## src/rtl/uart_debug_master.sv

```systemverilog
// UART-driven RIB bus master: 8N1 command frames in, one bus access, reply frames out.
// Optional inter-byte timeout for partial frames is built in when UDM_TIMEOUT_EN is defined.
module uart_debug_master #(
  parameter int CLK_FREQ    = 50000000,
  parameter int BAUD        = 115200,
  parameter int TIMEOUT_CYC = 1000000
) (
  input  logic        clk,
  input  logic        rst,
  input  logic        dbg_rx_pin,
  output logic        dbg_tx_pin,
  output logic        req_o,
  output logic        we_o,
  output logic [31:0] addr_o,
  output logic [31:0] data_o,
  input  logic [31:0] data_i,
  input  logic        grant_i,
  output logic        busy_o
);

  // state   | meaning
  // S_CMD   | waiting for a 'W' or 'R' command byte
  // S_ADDR  | collecting 4 address bytes, LSB first
  // S_DATA  | collecting 4 write-data bytes, LSB first
  // S_BUS   | req_o held until the first granted edge
  // S_RESP  | reply bytes on TX; back to S_CMD after the final stop bit

  localparam int BAUD_DIV = CLK_FREQ / BAUD;
  localparam int TW       = $clog2(BAUD_DIV) + 1;
  localparam logic [TW-1:0] BIT_LOAD  = TW'(BAUD_DIV - 1);
  localparam logic [TW-1:0] HALF_LOAD = TW'(BAUD_DIV / 2 - 1);
  localparam logic [7:0] CMD_WR = 8'h57;
  localparam logic [7:0] CMD_RD = 8'h52;
  localparam logic [7:0] ACK    = 8'h4B;

  if (BAUD_DIV < 4 || TIMEOUT_CYC < 1) begin : g_bad_params
    $error("uart_debug_master: BAUD_DIV must be >= 4 and TIMEOUT_CYC >= 1");
  end

  typedef enum logic [1:0] {R_IDLE, R_START, R_DATA, R_STOP} rx_state_t;
  typedef enum logic [2:0] {S_CMD, S_ADDR, S_DATA, S_BUS, S_RESP} state_t;

  logic [1:0]    rx_sync;
  logic          rx_s;
  logic          rx_prev;
  rx_state_t     rx_state;
  logic [TW-1:0] rx_timer;
  logic [2:0]    rx_bit;
  logic [7:0]    rx_shift;
  logic [7:0]    rx_byte;
  logic          rx_valid;

  logic          tx_go;
  logic          tx_multi;
  logic [31:0]   tx_word_in;
  logic          tx_active;
  logic [8:0]    tx_shift;
  logic [23:0]   tx_word;
  logic [3:0]    tx_bit;
  logic [1:0]    tx_left;
  logic [TW-1:0] tx_timer;
  logic          tx_end;

  state_t        state;
  logic          is_wr;
  logic [1:0]    idx;
  logic [23:0]   addr_sh;
  logic [23:0]   data_sh;
  logic          to_hit;

  assign rx_s = rx_sync[1];

  always_ff @(posedge clk or posedge rst) begin
    if (rst) begin
      rx_sync <= 2'b11;
      rx_prev <= 1'b1;
    end else begin
      rx_sync <= {rx_sync[0], dbg_rx_pin};
      rx_prev <= rx_s;
    end
  end

  // Edge-triggered start so a line still low after a framing error cannot retrigger.
  always_ff @(posedge clk or posedge rst) begin
    if (rst) begin
      rx_state <= R_IDLE;
      rx_timer <= '0;
      rx_bit   <= '0;
      rx_shift <= '0;
      rx_byte  <= '0;
      rx_valid <= 1'b0;
    end else begin
      rx_valid <= 1'b0;
      case (rx_state)
        R_IDLE: begin
          if (rx_prev && !rx_s) begin
            rx_timer <= HALF_LOAD;
            rx_state <= R_START;
          end
        end
        R_START: begin
          if (rx_timer == '0) begin
            if (!rx_s) begin
              rx_timer <= BIT_LOAD;
              rx_bit   <= '0;
              rx_state <= R_DATA;
            end else begin
              rx_state <= R_IDLE;
            end
          end else begin
            rx_timer <= rx_timer - 1'b1;
          end
        end
        R_DATA: begin
          if (rx_timer == '0) begin
            rx_shift <= {rx_s, rx_shift[7:1]};
            rx_timer <= BIT_LOAD;
            rx_bit   <= rx_bit + 3'd1;
            if (rx_bit == 3'd7) rx_state <= R_STOP;
          end else begin
            rx_timer <= rx_timer - 1'b1;
          end
        end
        R_STOP: begin
          if (rx_timer == '0) begin
            if (rx_s) begin
              rx_valid <= 1'b1;
              rx_byte  <= rx_shift;
            end
            rx_state <= R_IDLE;
          end else begin
            rx_timer <= rx_timer - 1'b1;
          end
        end
        default: rx_state <= R_IDLE;
      endcase
    end
  end

  // Final stop bit of the last reply byte ends on this edge.
  assign tx_end = tx_active && (tx_timer == '0) && (tx_bit == 4'd9) && (tx_left == 2'd0);

  always_ff @(posedge clk or posedge rst) begin
    if (rst) begin
      dbg_tx_pin <= 1'b1;
      tx_active  <= 1'b0;
      tx_shift   <= '1;
      tx_word    <= '0;
      tx_bit     <= '0;
      tx_left    <= '0;
      tx_timer   <= '0;
    end else if (tx_go) begin
      tx_active  <= 1'b1;
      dbg_tx_pin <= 1'b0;
      tx_shift   <= {1'b1, tx_word_in[7:0]};
      tx_word    <= tx_word_in[31:8];
      tx_left    <= tx_multi ? 2'd3 : 2'd0;
      tx_bit     <= '0;
      tx_timer   <= BIT_LOAD;
    end else if (tx_active) begin
      if (tx_timer != '0) begin
        tx_timer <= tx_timer - 1'b1;
      end else begin
        tx_timer <= BIT_LOAD;
        if (tx_bit == 4'd9) begin
          if (tx_left != 2'd0) begin
            dbg_tx_pin <= 1'b0;
            tx_shift   <= {1'b1, tx_word[7:0]};
            tx_word    <= {8'h00, tx_word[23:8]};
            tx_left    <= tx_left - 2'd1;
            tx_bit     <= '0;
          end else begin
            tx_active <= 1'b0;
          end
        end else begin
          dbg_tx_pin <= tx_shift[0];
          tx_shift   <= {1'b1, tx_shift[8:1]};
          tx_bit     <= tx_bit + 4'd1;
        end
      end
    end
  end

`ifdef UDM_TIMEOUT_EN
  localparam int TO_W = $clog2(TIMEOUT_CYC + 1);
  logic [TO_W-1:0] to_cnt;

  assign to_hit = (to_cnt == TO_W'(TIMEOUT_CYC));

  always_ff @(posedge clk or posedge rst) begin
    if (rst) begin
      to_cnt <= '0;
    end else if (rx_valid || !(state == S_ADDR || state == S_DATA)) begin
      to_cnt <= '0;
    end else if (!to_hit) begin
      to_cnt <= to_cnt + 1'b1;
    end
  end
`else
  assign to_hit = 1'b0;
`endif

  always_ff @(posedge clk or posedge rst) begin
    if (rst) begin
      state      <= S_CMD;
      is_wr      <= 1'b0;
      idx        <= '0;
      addr_sh    <= '0;
      data_sh    <= '0;
      busy_o     <= 1'b0;
      req_o      <= 1'b0;
      we_o       <= 1'b0;
      addr_o     <= '0;
      data_o     <= '0;
      tx_go      <= 1'b0;
      tx_multi   <= 1'b0;
      tx_word_in <= '0;
    end else begin
      tx_go <= 1'b0;
      case (state)
        S_CMD: begin
          if (rx_valid && (rx_byte == CMD_WR || rx_byte == CMD_RD)) begin
            is_wr  <= (rx_byte == CMD_WR);
            idx    <= '0;
            busy_o <= 1'b1;
            state  <= S_ADDR;
          end
        end
        S_ADDR: begin
          if (to_hit) begin
            busy_o <= 1'b0;
            state  <= S_CMD;
          end else if (rx_valid) begin
            idx     <= idx + 2'd1;
            addr_sh <= {rx_byte, addr_sh[23:8]};
            if (idx == 2'd3) begin
              addr_o <= {rx_byte, addr_sh};
              if (is_wr) begin
                state <= S_DATA;
              end else begin
                req_o <= 1'b1;
                we_o  <= 1'b0;
                state <= S_BUS;
              end
            end
          end
        end
        S_DATA: begin
          if (to_hit) begin
            busy_o <= 1'b0;
            state  <= S_CMD;
          end else if (rx_valid) begin
            idx     <= idx + 2'd1;
            data_sh <= {rx_byte, data_sh[23:8]};
            if (idx == 2'd3) begin
              data_o <= {rx_byte, data_sh};
              req_o  <= 1'b1;
              we_o   <= 1'b1;
              state  <= S_BUS;
            end
          end
        end
        S_BUS: begin
          if (req_o && grant_i) begin
            tx_word_in <= is_wr ? {24'h0, ACK} : data_i;
            tx_multi   <= !is_wr;
            tx_go      <= 1'b1;
            req_o      <= 1'b0;
            we_o       <= 1'b0;
            state      <= S_RESP;
          end
        end
        S_RESP: begin
          if (tx_end) begin
            busy_o <= 1'b0;
            state  <= S_CMD;
          end
        end
        default: state <= S_CMD;
      endcase
    end
  end

endmodule

```

## config.mk

```make
export PLATFORM = sky130hd
export DESIGN_NAME = uart_debug_master
export DESIGN_NICKNAME = d
export VERILOG_FILES = /design/src/rtl/uart_debug_master.sv
export SDC_FILE = /design/constraint.sdc
export NUM_CORES = 1
export LEC_CHECK = 0
export CAP_MARGIN = 5
export CORE_ASPECT_RATIO = 1.1
export CORE_MARGIN = 1
export CORE_UTILIZATION = 30
export CTS_CLUSTER_SIZE = 8
export DETAILED_ROUTE_END_ITERATION = 8
export PLACE_DENSITY = 0.46
export SLEW_MARGIN = 0
export SYNTH_ARGS = -nofsm -noshare
export SYNTH_HDL_FRONTEND = slang
export SYNTH_SLANG_ARGS = --single-unit
export TNS_END_PERCENT = 1
```

## constraint.sdc

```tcl
create_clock -name clk -period 17 [get_ports clk]
set_clock_uncertainty 0.05 [all_clocks]
set_input_delay 2.55 -clock clk [delete_from_list [all_inputs] [get_ports clk]]
set_output_delay 2.55 -clock clk [all_outputs]
set_load 0.01 [all_outputs]
```

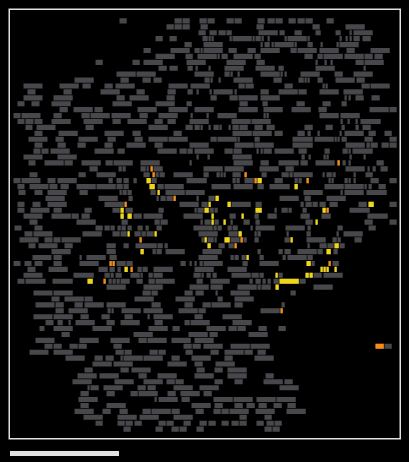
*Gate-type map, run 1*
Bar = 50 um.
Key: yellow = NOR gates [cells 43, most used nor2_1]; orange = inverters [cells 19, most used inv_1]
Comb/total area: 31.83%
final non-filler cell total: 1372
Commonest Layout Cell: dfrtp_1

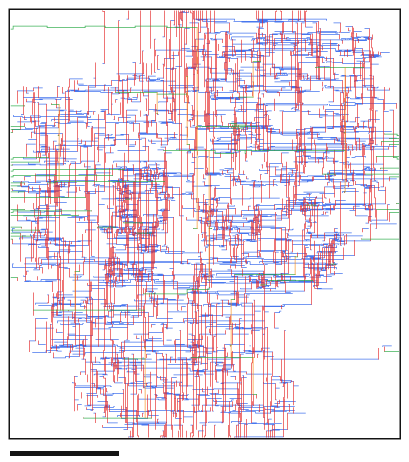
*Metal layers overlaid, run 1*
Bar = 50 um.
Key: green = met3 [wire length 1010 um]; blue = met1 [wire length 11100 um]; orange = met4 [wire length 404 um]; red = met2 [wire length 11100 um]
DRT Wirelength: 23700 um
vias: 6627
gr usage total: 13.78%

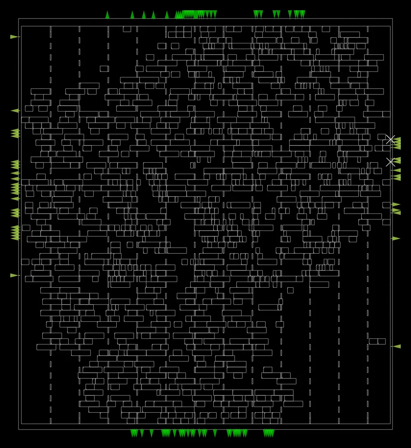
*Placed standard cells, run 1*
Site Rows: 70
sequential cell area share: 46.72%
core area: 0.03363 mm^2
num tapcells: 432
Final Util: 38.32%

run 1: power by group through the flow:
stage | Combinational (mW) | Sequential, mW | Clock, mW
finish | 0.167 | 0.607 | 0.645
detailed placement | 0.168 | 0.616 | 0
floorplan | 0.126 | 0.612 | 0
global route | 0.188 | 0.609 | 0.692
CTS | 0.169 | 0.607 | 0.670
global placement | 0.169 | 0.616 | 0
run 1: metal layers:
metal	part of all wire [%]	up-vias	global-route usage, %
li1	-	3146	-
met1	47	3344	19.28
met2	47	105	21.25
met3	4.3	32	2.951
met4	1.7	0	4.080
met5	0	-	0
==> flow_metrics.env, run 1 <==
# flow metrics
export IMPL_seq_area_mm2=0.006022
export IMPL_critPathLaunch="rst"
export IMPL_num_io_pins=104
export IMPL_hold_violations=0
export IMPL_fp_dieH_um=196.8
export IMPL_comb_area_mm2=0.004103
export IMPL_p_total_mw=1.419
export IMPL_crit_path_frequent_cell="buf_4"
export IMPL_cts_root_buf="clkbuf_16"
export IMPL_reg_largest_list="addr_o: 32 flops, data_o: 32 flops, tx_word_in: 32 flops"
export IMPL_die_x_um=179.1
export IMPL_hold_slack_ns=0.3054
export IMPL_maxCapViolations=0
export IMPL_syn_num_nets=862
export IMPL_crit_fanout=98
export IMPL_min_from="rx_sync[0]$_DFF_PP1_"
export IMPL_worstHoldPathCells=0
export IMPL_cellPowerDensity_mw_per_mm2=110.1
export IMPL_flop_cell="dfrtp_1"
export IMPL_design_seq_count=240
export IMPL_ys_sh_aoi_pct=6.953
export IMPL_gp_congestion=0.7657
export IMPL_common_cells="dfrtp_1, mux2_2, nand2_1, nand3b_1, o21ai_0"
export IMPL_top_area_cell="dfrtp_1"
export IMPL_combPwrFrac_pct=11.8
export IMPL_reg2reg_to="tx_word_in[7]$_DFFE_PP0P_"
export IMPL_status="complete, but fails checks"
export IMPL_simple_gate_share_pct=10.59
export IMPL_buf_share_pct=8.640
export IMPL_violations="DRC"
export IMPL_grt_pass1_wl_um=38020
export IMPL_floorplan_core_util_pct=30.77
export IMPL_stdcell_area_mm2=0.01289
export IMPL_dpl_cell_area_mm2=0.01186
export IMPL_ys_cells=812
export IMPL_clock_path_buffers=3
export IMPL_drc_errors=4
export IMPL_max_stage_delay_ns=0.85
export IMPL_worstSetupEndpoint="data_o[14]$_DFFE_PP0P_"
export IMPL_htreeDepth=2
export IMPL_ir_drop_uv=58.86
export IMPL_crit_chain="clkdlybuf4s50_1, inv_8, buf_4, buf_4"
export IMPL_arrival_ns=5.32
export IMPL_top_logic_kind="multiplexers"
export IMPL_critical_path_slowest_cell="buf_4"
export IMPL_cts_resized_gates=0
export IMPL_vias_per_cell=4.830
export IMPL_yosysUniqueCellTypes=69
### Signal wires on met4, run 1

Bar = 50 um.
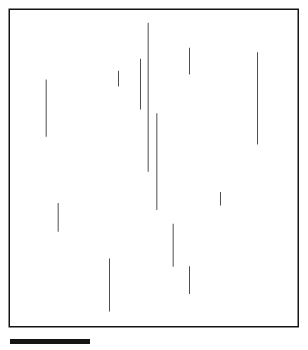

==> run 2, diff against run 1 <==
==> constraint.sdc (replaced) <==
create_clock -name clk -period 4.84 [get_ports clk]
set_clock_uncertainty 0.05 [all_clocks]
set_input_delay 0.726 -clock clk [delete_from_list [all_inputs] [get_ports clk]]
set_output_delay 0.726 -clock clk [all_outputs]
set_load 0.01 [all_outputs]
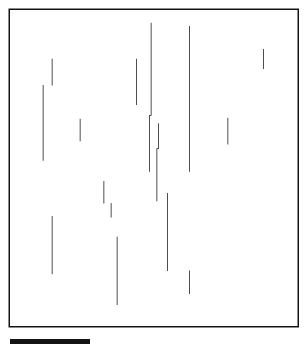
*Signal wires on met4, run 2*
Bar = 50 um.
The layer holds 2.2% of the routed length. The wires run mostly vertical. 7 nets have wire on it.
vias: 6629
DRT Wirelength: 23650 um

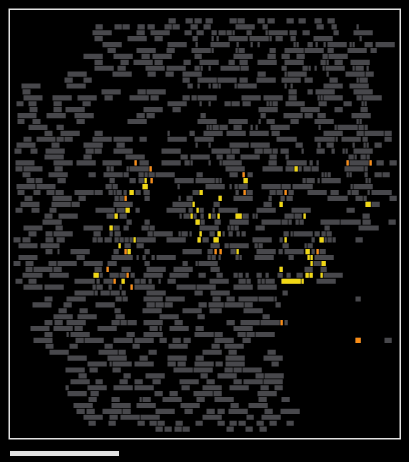
*Gate-type map, run 2*
Bar = 50 um.
Key: yellow = NOR gates [cells 43, most used nor2_1]; orange = inverters [cells 19, most used inv_1]

==> run 2 against run 1 <==
  * The flow still finishes with violations (DRC)
  * Core utilization is 0.14 points higher
  * Worst hold slack improved by 0.0039 ns
  * Global-route usage down 0.072 points
==> flow_metrics.env, run 2 <==
# flow metrics
export IMPL_n_antenna_cell=0
export IMPL_postRouteAntennaNets=0
export IMPL_yosysUniqueCellTypes=69
export IMPL_synth_area_mm2=0.01035
export IMPL_lay_top_count="dfrtp_1"
export IMPL_buf_share_pct=8.977
export IMPL_grt_pass1_wl_um=38040
export IMPL_fin_crit_ns=2.852
export IMPL_reg_largest_list="addr_o: 32 flops, data_o: 32 flops, tx_word_in: 32 flops"
export IMPL_dpl_cell_area_mm2=0.01190
export IMPL_common_cells="dfrtp_1, mux2_2, nand2_1, nand3b_1, o21ai_0"
export IMPL_design_seq_count=240
export IMPL_top_usage_layer="met2"
export IMPL_max_stage_delay_ns=0.89
export IMPL_syn_num_nets=862
export IMPL_crit_chain="clkdlybuf4s50_1, and3_1, nand2_1, buf_4, clkinv_1, nand3b_1, o21ai_0"
export IMPL_maxCapViolations=0
export IMPL_p_total_mw=5.022
export IMPL_cts_root_buf="clkbuf_16"
export IMPL_die_x_um=179.1
export IMPL_stdcell_count=1376
export IMPL_critical_path_slowest_cell="clkinv_1"
export IMPL_track_usage_pct=13.71
export IMPL_cts_resized_gates=0
export IMPL_sh_comb_area_pct=31.72
export IMPL_ys_cells=812
export IMPL_crit_fanout=36
export IMPL_fp_dieH_um=196.8
export IMPL_first_global_vias=6720
export IMPL_seq_power_mw=2.13
export IMPL_comb_area_mm2=0.004103
export IMPL_grt_use_met1_pct=18.64
export IMPL_seq_area_mm2=0.006022
export IMPL_pg_comb_mw=0.590
export IMPL_fin_util_pct=38.46
export IMPL_hold_slack_ns=0.3093
export IMPL_p_clk_mw=2.30
export IMPL_grt_util_met2_pct=21.55
export IMPL_yosys_area_mm2=0.01035
export IMPL_cellPowerDensity_mw_per_mm2=388.3
export IMPL_core_rowCount=70
export IMPL_stdcell_area_mm2=0.01293
export IMPL_simple_gate_share_pct=10.59
export IMPL_leakage_nw=6.104
export IMPL_end_kind="flop"
export IMPL_top_layer="met4"
export IMPL_drc_errors=6
export IMPL_final_cell_mix="dfrtp_1, mux2_2, clkdlybuf4s50_1"
export IMPL_hold_violations=0
export IMPL_gp_congestion=0.7466
export IMPL_ys_ff=240
export IMPL_maxPowerGroup="the clock network"
export IMPL_clock_path_buffers=3
export IMPL_ir_drop_uv=235.6
export IMPL_arrival_ns=3.15
export IMPL_wl_met3_um=1125
export IMPL_sh_seq_area_pct=46.56
export IMPL_status="complete, but fails checks"
export IMPL_vias_per_cell=4.818
export IMPL_floorplan_core_util_pct=30.77
export IMPL_top_logic_kind="multiplexers"
export IMPL_flop_cell="dfrtp_1"
export IMPL_met2_length_um=11130
export IMPL_n_tap_cell=432
export IMPL_wl_per_cell_um=17.18
export IMPL_use_met3_pct=3.144
export IMPL_cp_start_kind="primary input"
export IMPL_htreeDepth=2
export IMPL_violations="DRC"
export IMPL_top_area_cell="dfrtp_1"
-- run 2: final timing paths --
path | startpoint | end | cells past startpoint | slack (ns)
worst max-delay path | grant_i | tx_word_in[7]$_DFFE_PP0P_ | 7 | 1.99
worst min-delay path | rx_sync[0]$_DFF_PP1_ | rx_sync[1]$_DFF_PP1_ | 0 | 0.31
worst max register to register | state[0]$_DFFE_PP0P_ | tx_word_in[7]$_DFFE_PP0P_ | 6 | 2.09
worst min register to register | rx_sync[0]$_DFF_PP1_ | rx_sync[1]$_DFF_PP1_ | 0 | 0.31
max in group asynchronous | rst | tx_go$_DFF_PP0_ | 3 | 2.96
min in group asynchronous | rst | data_o[10]$_DFFE_PP0P_ | 2 | 0.64
No activity file was given, so power comes from the tool's default toggle rates.
